Fig. 1: run 1, floorplan with the power grid
Scale: 2 px per um. Pins as bars on the die edge. Tap cells in gray.
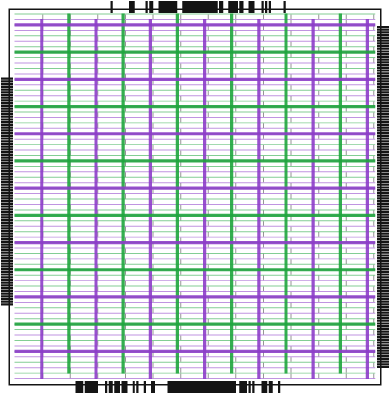
Fig. 2: run 1, M2 wires
Scale: 1.5 px per um.
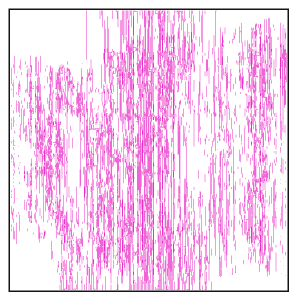
Fig. 3: run 1, clock wiring as the flow saved it
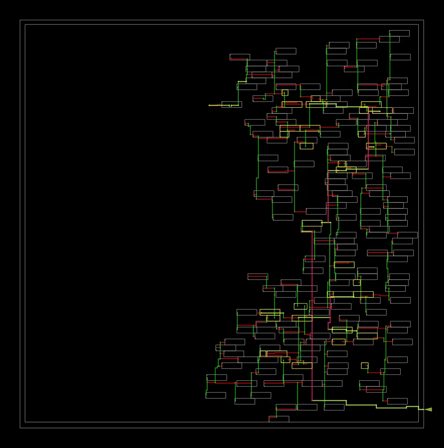
### src/rtl/branch_resolve_unit.sv
// Branch/jump resolution stage: evaluates conditional compares and JAL/JALR,
// checks against the front-end prediction, and registers one result entry.
module branch_resolve_unit #(
   parameter int XLEN  = 32,
   parameter int CNT_W = 32
) (
   input  logic             clk,
   input  logic             rst,
   input  logic             flush,
   input  logic             in_valid,
   output logic             in_ready,
   input  logic [1:0]       in_kind,
   input  logic [2:0]       in_funct3,
   input  logic [XLEN-1:0]  in_pc,
   input  logic [XLEN-1:0]  in_rs1,
   input  logic [XLEN-1:0]  in_rs2,
   input  logic [XLEN-1:0]  in_imm,
   input  logic             in_pred_taken,
   input  logic [XLEN-1:0]  in_pred_target,
   output logic             out_valid,
   input  logic             out_ready,
   output logic             out_taken,
   output logic [XLEN-1:0]  out_target,
   output logic [XLEN-1:0]  out_link,
   output logic             out_redirect,
   output logic [XLEN-1:0]  out_redirect_pc,
   output logic             out_illegal,
   output logic [CNT_W-1:0] cnt_branches,
   output logic [CNT_W-1:0] cnt_mispredicts
);

   localparam logic [1:0] KIND_BRANCH = 2'd0;
   localparam logic [1:0] KIND_JAL    = 2'd1;
   localparam logic [1:0] KIND_JALR   = 2'd2;

   logic             valid_reg;
   logic             taken_reg;
   logic [XLEN-1:0]  target_reg;
   logic [XLEN-1:0]  link_reg;
   logic             redirect_reg;
   logic [XLEN-1:0]  redirect_pc_reg;
   logic             illegal_reg;
   logic [CNT_W-1:0] cnt_branches_reg;
   logic [CNT_W-1:0] cnt_mispredicts_reg;

   logic             accept;
   logic             retire;
   logic             cond_next;
   logic             cond_legal;
   logic             taken_next;
   logic             illegal_next;
   logic [XLEN-1:0]  link_next;
   logic [XLEN-1:0]  pc_imm;
   logic [XLEN-1:0]  rs1_imm;
   logic [XLEN-1:0]  target_next;
   logic             redirect_next;
   logic [XLEN-1:0]  redirect_pc_next;

   assign in_ready = !valid_reg || out_ready;
   assign accept   = in_valid && in_ready && !flush;
   // A flushed entry never counts as retired, even if the consumer was ready.
   assign retire   = valid_reg && out_ready && !flush;

   assign link_next = in_pc + XLEN'(4);
   assign pc_imm    = in_pc + in_imm;
   assign rs1_imm   = in_rs1 + in_imm;

   always_comb begin
      cond_next  = 1'b0;
      cond_legal = 1'b1;
      case (in_funct3)
         3'd0:    cond_next = (in_rs1 == in_rs2);
         3'd1:    cond_next = (in_rs1 != in_rs2);
         3'd4:    cond_next = ($signed(in_rs1) <  $signed(in_rs2));
         3'd5:    cond_next = ($signed(in_rs1) >= $signed(in_rs2));
         3'd6:    cond_next = (in_rs1 <  in_rs2);
         3'd7:    cond_next = (in_rs1 >= in_rs2);
         default: cond_legal = 1'b0;
      endcase
   end

   always_comb begin
      taken_next   = 1'b0;
      illegal_next = 1'b0;
      target_next  = link_next;
      case (in_kind)
         KIND_BRANCH: begin
            if (cond_legal) begin
               taken_next  = cond_next;
               target_next = pc_imm;
            end else begin
               illegal_next = 1'b1;
            end
         end
         KIND_JAL: begin
            taken_next  = 1'b1;
            target_next = pc_imm;
         end
         KIND_JALR: begin
            taken_next  = 1'b1;
            target_next = {rs1_imm[XLEN-1:1], 1'b0};
         end
         default: illegal_next = 1'b1;
      endcase
   end

   // Illegal entries resolve as not-taken, so the equations below need no special case.
   assign redirect_next    = (in_pred_taken != taken_next) ||
                             (taken_next && (in_pred_target != target_next));
   assign redirect_pc_next = taken_next ? target_next : link_next;

   always_ff @(posedge clk or posedge rst) begin
      if (rst) begin
         valid_reg <= 1'b0;
      end else if (flush) begin
         valid_reg <= 1'b0;
      end else if (accept) begin
         valid_reg <= 1'b1;
      end else if (out_ready) begin
         valid_reg <= 1'b0;
      end
   end

   always_ff @(posedge clk or posedge rst) begin
      if (rst) begin
         taken_reg       <= 1'b0;
         target_reg      <= '0;
         link_reg        <= '0;
         redirect_reg    <= 1'b0;
         redirect_pc_reg <= '0;
         illegal_reg     <= 1'b0;
      end else if (accept) begin
         taken_reg       <= taken_next;
         target_reg      <= target_next;
         link_reg        <= link_next;
         redirect_reg    <= redirect_next;
         redirect_pc_reg <= redirect_pc_next;
         illegal_reg     <= illegal_next;
      end
   end

   always_ff @(posedge clk or posedge rst) begin
      if (rst) begin
         cnt_branches_reg    <= '0;
         cnt_mispredicts_reg <= '0;
      end else if (retire) begin
         if (cnt_branches_reg != {CNT_W{1'b1}}) begin
            cnt_branches_reg <= cnt_branches_reg + CNT_W'(1);
         end
         if (redirect_reg && (cnt_mispredicts_reg != {CNT_W{1'b1}})) begin
            cnt_mispredicts_reg <= cnt_mispredicts_reg + CNT_W'(1);
         end
      end
   end

   assign out_valid       = valid_reg;
   assign out_taken       = taken_reg;
   assign out_target      = target_reg;
   assign out_link        = link_reg;
   assign out_redirect    = redirect_reg;
   assign out_redirect_pc = redirect_pc_reg;
   assign out_illegal     = illegal_reg;
   assign cnt_branches    = cnt_branches_reg;
   assign cnt_mispredicts = cnt_mispredicts_reg;

endmodule

### config.mk
export PLATFORM = sky130hd
export DESIGN_NAME = branch_resolve_unit
export DESIGN_NICKNAME = d
export VERILOG_FILES = /design/src/rtl/branch_resolve_unit.sv
export SDC_FILE = /design/constraint.sdc
export NUM_CORES = 1
export LEC_CHECK = 0
export CORE_AREA = 2 2 183 185
export CTS_CLUSTER_SIZE = 16
export DETAILED_ROUTE_END_ITERATION = 7
export DIE_AREA = 0 0 185 187
export GPL_TIMING_DRIVEN = 1
export PLACE_DENSITY = 0.78
export RECOVER_POWER = 25
export SLEW_MARGIN = 20
export SYNTH_ARGS = -nofsm -noshare
export SYNTH_HDL_FRONTEND = slang
export SYNTH_SLANG_ARGS = --single-unit
### constraint.sdc
create_clock -name clk -period 12.6 [get_ports clk]
set_input_delay 1.89 -clock clk [delete_from_list [all_inputs] [get_ports clk]]
set_output_delay 1.89 -clock clk [all_outputs]
set_load 0.01 [all_outputs]
==> CHANGELOG.md, run 1 <==
### Changed

* Status: complete, but fails checks
* Violated checks: max-capacitance violations, max-slew violations
* Cell Pwr Density at about 110 nW/um^2
* Tcrit/Tclk final at 0.510
* Via count at ~13k
* CTS resizes at 0
* Clk slew on worst S/H paths at roughly 70 ps
* Worst setup SP type: input port
* CP required at about 13000 ps
* Syn_area_per_cell at around 8.3 sq um
* Ys Warns at 0
* Top cell area share at 0.320
* Max cap viols at 1
* Async set or reset register ratio after synthesis at 1.00
* Vias per cell at a little under 6
* CP Cell Sequence: clkdlybuf4s50_1 > inv_1 > fa_1 > nand2b_1 > a211oi_1 > o21ai_1 > o31ai_1 > xor2_1 > a221o_1 > xor2_1 > a2111oi_0 > o311ai_0 > or4_1 > nor4_1 > a21oi_1
* Drt total wl at around 48000 um
* CP Buf/Inv Count at 2
* Initial antenna violation count at 4
* Nets at Floorplan at between 1.5k and 2k
* Cell Type Count at about 75
* Area Overhead vs Synth at 34.2%
* RSZ-0062 raised after global routing: no
* Final min period at around 6400 ps
* Final GP Congestion at between 0.9 and 1
* Initial DRC Count at 958
* FP Core Util at 0.391
* Cell mode on critical path: xor2_1
* Die height at approximately 190 um
* Yosys stat chip area at about 13000 sq um
* FMAX at roughly 160 MHz
* First-pass DRT Iterations at 6
* # H-tree levels at 4
* Ys cells at ~1.5k
* WHS Endpoint: out_target[29]
* DR DRC count at 0
* P_leak at about 7.4 nW
* Dominant logic cell types in the final layout: clkdlybuf4s50_1 (303), nand2_1 (262), dfrtp_1 (164)
* Max VDD drop at approximately 0.000081 V
* EDFF count, synth at 0
* # IOs at approximately 340
* Slowest stage delay, CP at 580 ps
* First-pass GRT wire length at around 73000 um
* Worst path arrival time at slightly below 7000 ps
* Mapped Area at about 13000 sq um
* Max FO, Critical Path at 6
* Post-CTS Hold Fix Bufs at 0
* Vias in the first global route at 13.2k
* Hold Crit Start: out_target[29]
* Core area at about 33000 sq um
* Worst slew margin at -1.48
* Final hold violation count at 0
* Hold Path Depth at 2
* R2r worst-path depth at 14
* Post-DRT Antenna Nets at 0
* Busiest layer in global routing: met2
* Met3 Use GR at 0.0506
* Reg-to-Reg End: out_redirect
* Crit path kind: in2reg
* Post-route setup TNS at 0 ps
* CP max-delay cell: a2111oi_0
* Met1 capacity usage during global routing at 0.354
* CTS tree: done
* Ys flops at roughly 160
* Wire per inst at 20.8 um
* Clock tree buffer depth at 2
* Hold Crit Class: reg2reg
* Reg-to-Reg Start: out_valid
* Fin Hold WS at between 400 and 500 ps
* Most numerous logic cell after layout: clkdlybuf4s50_1
* GRT Resource Usage Total at 0.275
* Final setup fails at 0
* FP Rows at roughly 67
* Family with the most delay on the worst path: AND-OR/OR-AND gates
* Post-CTS setup buffer count at 0
* Stage-log warning count at 31
* Cell count after synthesis at approximately 1.5k
* Detailed Place HPWL at 39400 um
* Input/output buffers at ~340
* Post-synth seq share at 0.320
* Final max-slew violation count at around 85
* Largest net degree at the start of global routing at 105
* Top_reg_cell synth: dfrtp_1
* Area leader, netlist: dfrtp_1
* Worst-Skew Late Latency at ~420 ps
* Worst slew pin tran at between 3000 and 4000 ps
* Nets@finish at 2126
* Largest cells by area: dfrtp_1 (32%), ha_1 (9.7%), nand2_1 (7.7%)
* Chip area at 34600 sq um
* Flop2flop setup slack at approximately 9000 ps
* Root Buffer: clkbuf_16
* Share of cells above drive strength 1 at 0.0439
* Grt total ovfl at 0
-- Fig. 1 (at the start) --
Green marks VDD. Purple marks VSS.
336 signal pins sit on the boundary. 13 straps on met5. 13 straps on met4. The core has 67 rows. 68 met1 rails follow the rows.

-- Fig. 2 (at the start) --
1837 nets have wire on it. The layer holds 46% of the routed length.

-- Fig. 3 (at the start) --
Fin Clk Skew: 10.7 ps
CTS Buf Count: 17
sequential cell count: 164
CLK BUF: 17
Clock Sink Count: 164

## run 1: worst register-to-register path, cell delays in order, from the launching register on
cell and delay, ps:
dfrtp_1 390, nor2b_1 170, inv_1 80, nand3b_1 90, buf_4 330, nand2_1 210
o311ai_0 220, nor3_1 350, o221a_2 250, o2111a_1 180, nand4_1 120, or4_1 530
or4_1 470, nor4_1 240, a21oi_1 70
## run 1: cell families after synthesis
family,synth area share
compound gates,0.194
xor+xnor,0.110
fa+ha+maj,0.101
buf+inv,0.0337
flops,0.320
mux,0.0252
simple gates,0.216
## run 1: power breakdown
| group | internal (W) | switching (W) |
|---|---|---|
| combinational | 0.000324 | 0.000394 |
| sequential | 0.000597 | 0.0000506 |
| clock | 0.000266 | 0.000241 |
| total | 0.00119 | 0.000686 |
## run 1: Yosys cell counts, types with 8 or more instances
cell type and n:
nand4_1 44, o21a_1 10, nor4_1 11, mux2_2 19, nand2b_1 12, a21oi_1 88
nand3_1 63, xor2_1 70, mux2i_1 11, nand2_1 262, and2_1 8, and3_1 20
inv_1 57, a21o_1 19, ha_1 100, o211ai_1 9, and4_1 13, o21ai_0 125
nor3_1 22, o31ai_1 9, a31oi_1 10, a211oi_1 11, a221oi_1 9, xnor2_1 90
nor2b_1 10, nor2_1 91, clkbuf_1 47, dfrtp_1 164, a22oi_1 8
## run 1: area by class of cell
| type | instances | area, sq um |
|---|---|---|
| Sequential cell | 164 | 4100 |
| Clock buffer | 17 | 425 |
| Antenna cell | 3 | 7.51 |
| Timing Repair Buffer | 347 | 3440 |
| Inverter | 58 | 219 |
| Multi-Input combinational cell | 1265 | 8310 |
| Clock inverter | 15 | 168 |
| Fill cell | 3046 | 15600 |
| Tap cell | 448 | 561 |
## run 1: how the worst max path moves through the flow
| stage | slack, ps | startpoint | depth (start not counted) | to |
|---|---|---|---|---|
| floorplan | 6280 | rst | 1 | cnt_branches[0] |
| global placement | 5930 | in_imm[1] | 15 | out_redirect |
| detailed placement | 5850 | in_imm[1] | 15 | out_redirect |
| CTS | 6300 | in_imm[1] | 15 | out_redirect |
| global route | 6000 | in_imm[1] | 15 | out_redirect |
| finish | 6170 | in_imm[1] | 15 | out_redirect |
## run 1: routing by layer
layer	up-vias	share of wire
li1	6219	-
met1	6345	0.41
met2	679	0.46
met3	104	0.087
met4	2	0.042
met5	-	0.00027
## run 1: stage by stage
step	setup slack, ps	power (W)	util	area (sq um)	std cells
2_1_floorplan	6280	0.00101	-	12800	1542
3_3_place_gp	5930	0.00136	0.506	16600	2282
3_5_place_dp	5850	0.00137	0.506	16600	2282
4_1_cts	6300	0.00188	0.524	17200	2314
5_1_grt	6000	0.00197	0.524	17200	2317
6_report	6170	0.00187	0.524	17200	2317
Fig. 4: run 1, routed metal, one color a layer
Scale: 2 px per um.
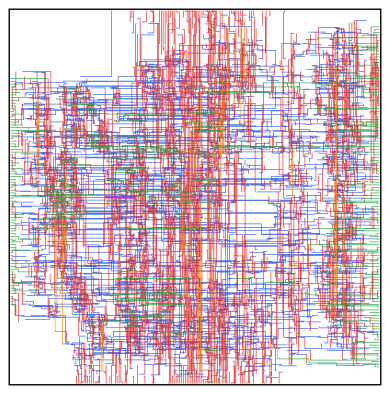

--- run 2 (diff from run 1) ---
==> constraint.sdc (replaced) <==
create_clock -name clk -period 6.1 [get_ports clk]
set_input_delay 0.915 -clock clk [delete_from_list [all_inputs] [get_ports clk]]
set_output_delay 0.915 -clock clk [all_outputs]
set_load 0.01 [all_outputs]
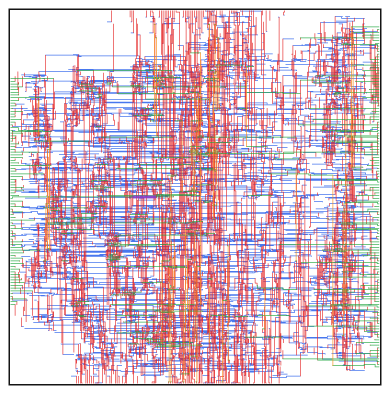
Fig. 5. Routed metal, one color a layer (run 2).
Scale: 2 px per um.
Purple marks M5, wire length 10.1 um. Blue marks M1, wire length 20.6 mm. Orange marks M4, wire length 1960 um. Green marks M3, wire length 3730 um. Red marks M2, wire length 22.0 mm.

==> CHANGELOG.md, run 2 <==
### Changed

* Top-count cell post-synth: nand2_1
* Async set or reset register ratio after synthesis at 1.00 (unchanged)
* Largest net degree at the start of global routing at 114 (+8.6%)
* Area leader, netlist: dfrtp_1
* Final hold violation count at 0 (unchanged)
* CP required at 6390 ps (-6510 ps)
* Crit path kind: in2reg
* Drt total wl at 48200 um (+0.27%)
* Post-synth seq share at 0.320 (unchanged)
* Final setup fails at 0 (unchanged)
* Crit. End Element: flop
* Fin Clk Skew at 9.37 ps (-1.36 ps)
* Mapped Area at 12800 sq um (unchanged)
* Die X at around 190 um
* Post-DP Area at 16700 sq um (+0.45%)
* Post-CTS setup buffer count at 0 (unchanged)
* FP Core Util at 0.391 (unchanged)
* Clock Sink Count at 164 (unchanged)
* EDFF count, synth at 0 (unchanged)
* Most numerous logic cell after layout: clkdlybuf4s50_1
* DP Cell Count at 2292 (+0.44%)
* Vias in the first global route at 12.8k (-3.2%)
* Via count at 13.2k (-1.5%)
* Post-CTS Hold Fix Bufs at 0 (unchanged)
* P_leak at 7.43 nW (+0.28%)
* Worst slew margin at -1.83 (-0.347)
* Wire per inst at 20.7 um (-0.25%)
* FP Rows at 67 (unchanged)
* Finished Cell Area at 17300 sq um (+0.49%)
* Worst-Skew Late Latency at 420 ps (about the same)
* Dpl ws at 304 ps (-5550 ps)
* Max cap viols at 1 (unchanged)
* Die height at 187 um (unchanged)
* Hold Crit Class: reg2reg
* CTS Buf Count at 17 (unchanged)
* Final min period at between 5000 and 6000 ps
* Dominant logic cell types in the final layout: clkdlybuf4s50_1 (326), nand2_1 (262), dfrtp_1 (164)
* Non-filler cells, final at 2329 (+0.52%)
* Violated checks: max-capacitance violations, max-slew violations
* Fillers at 3050 (+0.13%)
* Post-route setup TNS at 0 ps (unchanged)
* Detailed Place HPWL at 39500 um (+0.15%)
* GRT Resource Usage Total at 0.277 (+0.00273)
* Root Buffer: clkbuf_16
* Worst slew pin tran at 4240 ps (+541 ps)
* Yosys stat chip area at 12800 sq um (unchanged)
* Final Worst Setup Slack at 652 ps (-5520 ps)
* First-pass DRT Iterations at 6 (unchanged)
* Worst path arrival time at 5740 ps (-1000 ps)
* Tcrit/Tclk final at 0.893
* DR DRC count at 0 (unchanged)
* Vias per cell at 5.65 (-2.0%)
* R2r worst-path depth at 12 (-2)
* Status: complete, but fails checks
* Top cell area share at 0.320 (unchanged)
* Top cells by count: nand2_1 (262), dfrtp_1 (164), o21ai_0 (125)
* Stage-log warning count at 31 (unchanged)
* Input/output buffers at 335 (unchanged)
* Reg-to-Reg End: cnt_branches[29]
* Nets at Floorplan at 1815 (unchanged)
* Reg-to-Reg Start: cnt_branches[4]
* Cell Pwr Density at 227 nW/um^2 (+110%)
* Worst setup SP type: input port
* CP startpoint: in_imm[1]
* RSZ-0062 raised after global routing: no
* Max FO, Critical Path at 6 (unchanged)
* Nets@finish at 2136 (+0.47%)
* FMAX at between 150 and 200 MHz
* Area Overhead vs Synth at 34.9%
* End point of the critical path: out_redirect
* CTS tree: done
* Ys Warns at 0 (unchanged)
* Initial antenna violation count at 6 (+2)
* First-pass GRT wire length at 73800 um (+0.69%)
* Largest cells by area: dfrtp_1 (32%), ha_1 (9.7%), nand2_1 (7.7%)
* # IOs at 336 (unchanged)
* Grt total ovfl at 0 (unchanged)
* Post-DRT Antenna Nets at 0 (unchanged)
* Chip area at 34600 sq um (unchanged)
* Final GP Congestion at 0.977 (+2.5%)
* CTS resizes at 0 (unchanged)
* Core area at 32900 sq um (unchanged)
* Final max-slew violation count at 114 (+34%)
* Share of cells above drive strength 1 at 0.0480 (+0.00403)
* Cell Type Count at 75 (unchanged)
* Max VDD drop at 0.000168 V (+110%)
* Flop2flop setup slack at 2590 ps (-6170 ps)
* Ys flops at 164 (unchanged)
* Initial DRC Count at 986 (+2.9%)
* Clk slew on worst S/H paths at 60 ps (about the same)
* Cell count after synthesis at 1542 (unchanged)
* Syn_area_per_cell at 8.33 sq um (unchanged)
* Top_reg_cell synth: dfrtp_1
* Clock tree buffer depth at 2 (unchanged)
* Ys cells at 1542 (unchanged)
* # H-tree levels at 4 (unchanged)
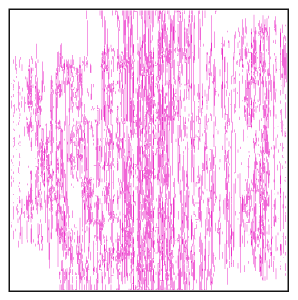
Fig. 6. M2 wires (run 2).
Scale: 1.5 px per um.
1835 nets have wire on it. The layer carries 22.0 mm of wire. The layer holds 46% of the routed length. The longest straight run is 114 um.

## run 2: cell counts after synthesis
No cell type changed its count.
## run 2: worst min-delay path by stage
stage	startpoint	endpoint	slack [ps]	depth (start not counted)
after floorplan	out_link[0]	out_link[0]	510	2
after global placement	out_link[8]	out_link[8]	460	2
after detailed placement	out_link[25]	out_link[25]	470	2
after CTS	out_link[25]	out_link[25]	480	2
after global routing	out_redirect_pc[9]	out_redirect_pc[9]	500	2
final	out_link[25]	out_link[25]	470	2
## run 2: power by group
group / switching, W / internal, W / leakage (nW) / total (W)
Sequential: 0.000104 / 0.00123 / 2.14 / 0.00134
Clock: 0.000451 / 0.000632 / 0.281 / 0.00108
Combinational: 0.000819 / 0.000687 / 5.01 / 0.00151
## run 2: worst max-delay path, cell delays in order
cell and delay, ps:
clkdlybuf4s50_1 540, inv_1 110, fa_1 410, nand2b_1 180
a211oi_1 470, o21ai_1 320, o31ai_1 340, xor2_1 180
a221o_1 450, xor2_1 160, a2111oi_0 570, o311ai_0 240
or4_1 540, nor4_1 250, a21oi_1 70
## run 2: cell families after synthesis
kind of cell / after synthesis / synth area share
and+or+nand+nor: 585 / 0.216
AOI/OAI and AO/OA: 387 / 0.194
DFF: 164 / 0.320
xor gates and xnor gates: 161 / 0.110
buffers and inverters: 113 / 0.0337
adders and majority gates: 102 / 0.101
muxes: 30 / 0.0252
## run 2: stage by stage
stage	hold slack (ps)	power, W	util
finish	474	0.00393	0.527
global route	502	0.00414	0.527
CTS	481	0.00394	0.527
detailed placement	466	0.00285	0.509
global placement	459	0.00283	0.509
floorplan	514	0.00209	-
## run 2: per-layer routing
layer / global-route usage / vias to the layer above / wire length [um]
met5: 0 / - / 10
met2: 0.446 / 606 / 22000
li1: - / 6214 / -
met1: 0.366 / 6225 / 20600
met3: 0.0465 / 103 / 3730
met4: 0.122 / 2 / 1960
## run 2: final cells by class
type	count	area, sq um	area share
tap	448	561	0.0324
clock buffer	20	457	0.0264
inverter	58	218	0.0126
timing repair buffer	357	3510	0.203
clock inverter	12	145	0.00838
antenna	5	12.5	0.000722
multi-input combinational	1265	8310	0.480
sequential	164	4100	0.237
--- run 3 (diff from run 2) ---
--- a/config.mk
+++ b/config.mk
@@ -12,6 +12,7 @@
 export GPL_TIMING_DRIVEN = 1
 export PLACE_DENSITY = 0.78
 export RECOVER_POWER = 25
+export SETUP_SLACK_MARGIN = 0.05
 export SLEW_MARGIN = 20
 export SYNTH_ARGS = -nofsm -noshare
 export SYNTH_HDL_FRONTEND = slang
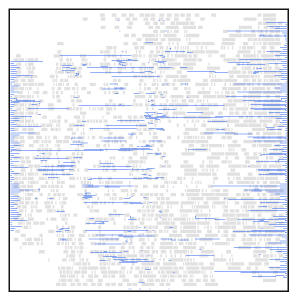
Fig. 7. Metal 3 (run 3).
Scale: 1.5 px per um.
The layer carries 3730 um of wire. The wires run mostly horizontal. The longest straight run is 61.0 um. 374 nets have wire on it. The layer holds 7.7% of the routed length.
via count: 13.2k
drt total wl: 48200 um
met3 Use GR: 0.0465

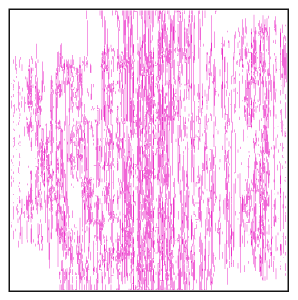
Fig. 8. M2 wires (run 3).
Scale: 1.5 px per um.
The longest straight run is 114 um. The layer carries 22.0 mm of wire.

==> CHANGELOG.md, run 3 <==
### Changed

* Largest net degree at the start of global routing at 114 (unchanged)
* Max cap viols at 1 (unchanged)
* Share of cells above drive strength 1 at 0.0480 (unchanged)
* CP required at 6390 ps (about the same)
* Top cell area share at 0.320 (unchanged)
* Fin Clk Skew at 9.37 ps (unchanged)
* Ys cells at 1542 (unchanged)
* Top_reg_cell synth: dfrtp_1
* Initial antenna violation count at 6 (unchanged)
* CTS Buf Count at 17 (unchanged)
* FP Rows at 67 (unchanged)
* Grt total ovfl at 0 (unchanged)
* First-pass GRT wire length at 73800 um (unchanged)
* Top cells by count: nand2_1 (262), dfrtp_1 (164), o21ai_0 (125)
* Logic cell area at 8310 sq um (unchanged)
* CTS resizes at 0 (unchanged)
* Async set or reset register ratio after synthesis at 1.00 (unchanged)
* CTS tree: done
* Final setup fails at 0 (unchanged)
* Cell count after synthesis at 1542 (unchanged)
* Die height at 187 um (unchanged)
* Cell Pwr Density at 227 nW/um^2 (unchanged)
* Hold Crit Class: reg2reg
* Crit path kind: in2reg
* Violated checks: max-capacitance violations, max-slew violations
* Root Buffer: clkbuf_16
* Final hold violation count at 0 (unchanged)
* Mapped Area at 12800 sq um (unchanged)
* Fillers at 3050 (unchanged)
* Ys Warns at 0 (unchanged)
* Cell Type Count at 75 (unchanged)
* Area leader, netlist: dfrtp_1
* Final max-slew violation count at 114 (unchanged)
* Clock Sink Count at 164 (unchanged)
* Tcrit/Tclk final at 0.893 (unchanged)
* Clock tree buffer depth at 2 (unchanged)
* First-pass DRT Iterations at 6 (unchanged)
* Ys flops at 164 (unchanged)
* Post-DP Area at 16700 sq um (unchanged)
* FMAX at 184 MHz (unchanged)
* Nets@finish at 2136 (unchanged)
* DR DRC count at 0 (unchanged)
* Area Overhead vs Synth at 34.9% (unchanged)
* Max VDD drop at 0.000168 V (unchanged)
* Seq. cell area at 4100 sq um (unchanged)
* Finished Cell Area at 17300 sq um (unchanged)
* Initial DRC Count at 986 (unchanged)
* Input/output buffers at 335 (unchanged)
* FP Core Util at 0.391 (unchanged)
* Dominant logic cell types in the final layout: clkdlybuf4s50_1 (326), nand2_1 (262), dfrtp_1 (164)
* Yosys stat chip area at 12800 sq um (unchanged)
* Final GP Congestion at 0.977 (unchanged)
* Clk slew on worst S/H paths at 60 ps (about the same)
* Worst slew margin at -1.83 (unchanged)
* EDFF count, synth at 0 (unchanged)
* Top-count cell post-synth: nand2_1
* Nets at Floorplan at 1815 (unchanged)
* GRT Resource Usage Total at 0.277 (unchanged)
* # IOs at 336 (unchanged)
* Stage-log warning count at 31 (unchanged)
* Post-DRT Antenna Nets at 0 (unchanged)
* Worst-Skew Late Latency at 420 ps (about the same)
* Post-synth seq share at 0.320 (unchanged)
* Chip area at 34600 sq um (unchanged)
* Vias in the first global route at 12.8k (unchanged)
* Vias per cell at 5.65 (unchanged)
* Wire per inst at 20.7 um (unchanged)
* Worst slew pin tran at 4240 ps (unchanged)
* Largest cells by area: dfrtp_1 (32%), ha_1 (9.7%), nand2_1 (7.7%)
* # H-tree levels at 4 (unchanged)
* Core area at 32900 sq um (unchanged)
* Detailed Place HPWL at 39500 um (unchanged)
* Crit. End Element: flop
* Post-route setup TNS at 0 ps (unchanged)
* Final min period at 5450 ps (unchanged)
* Worst path arrival time at 5740 ps (about the same)
* RSZ-0062 raised after global routing: no
* Status: complete, but fails checks
* Most numerous logic cell after layout: clkdlybuf4s50_1
* Post-CTS setup buffer count at 0 (unchanged)
* P_leak at 7.43 nW (unchanged)
* Worst setup SP type: input port
* Die X at 185 um (unchanged)
* Syn_area_per_cell at 8.33 sq um (unchanged)
* Max FO, Critical Path at 6 (unchanged)
* Post-CTS Hold Fix Bufs at 0 (unchanged)
==> run 3: power by group <==
group          total (W)  switching [W]  internal, W  leakage (nW)
Clock            0.00108       0.000451     0.000632         0.281
Sequential       0.00134       0.000104      0.00123          2.14
Combinational    0.00151       0.000819     0.000687          5.01
==> run 3: layer usage <==
metal  wire, um  global-route usage
met1      20600               0.366
met2      22000               0.446
met3       3730              0.0465
met4       1960               0.122
met5         10                   0
==> run 3: path summary, 6_finish.rpt <==
kind | start | to | slack [ps] | cells past startpoint
setup / recovery | in_imm[1] | out_redirect | 650 | 15
hold / removal | out_link[25] | out_link[25] | 470 | 2
setup reg to reg | cnt_branches[4] | cnt_branches[29] | 2590 | 12
hold reg to reg | out_link[25] | out_link[25] | 470 | 2
max in group asynchronous | rst | out_redirect_pc[12] | 1100 | 2
min in group asynchronous | rst | cnt_branches[26] | 2550 | 2
==> run 3: cell families (layout without fill, tap and decap cells) <==
kind of cell    Yosys count  after routing  share of synthesized area
mux                      30             30                     0.0252
compound gates          387            387                      0.194
buf+inv                 113            447                     0.0337
fa+ha+maj               102            102                      0.101
simple gates            585            585                      0.216
xor+xnor                161            161                      0.110
other cells               0              5                          0
flops                   164            164                      0.320
==> run 3: area by class of cell <==
cell class | instances | share of cell area
Antenna cell | 5 | 0.000722
Clock buffer | 20 | 0.0264
Clock inverter | 12 | 0.00838
Inverter | 58 | 0.0126
Multi-Input combinational cell | 1265 | 0.480
Sequential cell | 164 | 0.237
Tap cell | 448 | 0.0324
Timing Repair Buffer | 357 | 0.203
==> run 3: worst max-delay path: stages <==
cell             delay [ps]
clkdlybuf4s50_1         540
inv_1                   110
fa_1                    410
nand2b_1                180
a211oi_1                470
o21ai_1                 320
o31ai_1                 340
xor2_1                  180
a221o_1                 450
xor2_1                  160
a2111oi_0               570
o311ai_0                240
or4_1                   540
nor4_1                  250
a21oi_1                  70
==> run 3: stage by stage <==
stage	power, W	hold WS, ps	cells	setup slack [ps]	utilization
floorplan	0.00209	514	1542	752	-
global placement	0.00283	459	2292	387	0.509
detailed placement	0.00285	466	2292	304	0.509
CTS	0.00394	481	2324	739	0.527
global route	0.00414	502	2329	262	0.527
finish	0.00393	474	2329	652	0.527
No activity file was given, so power comes from the tool's default toggle rates.
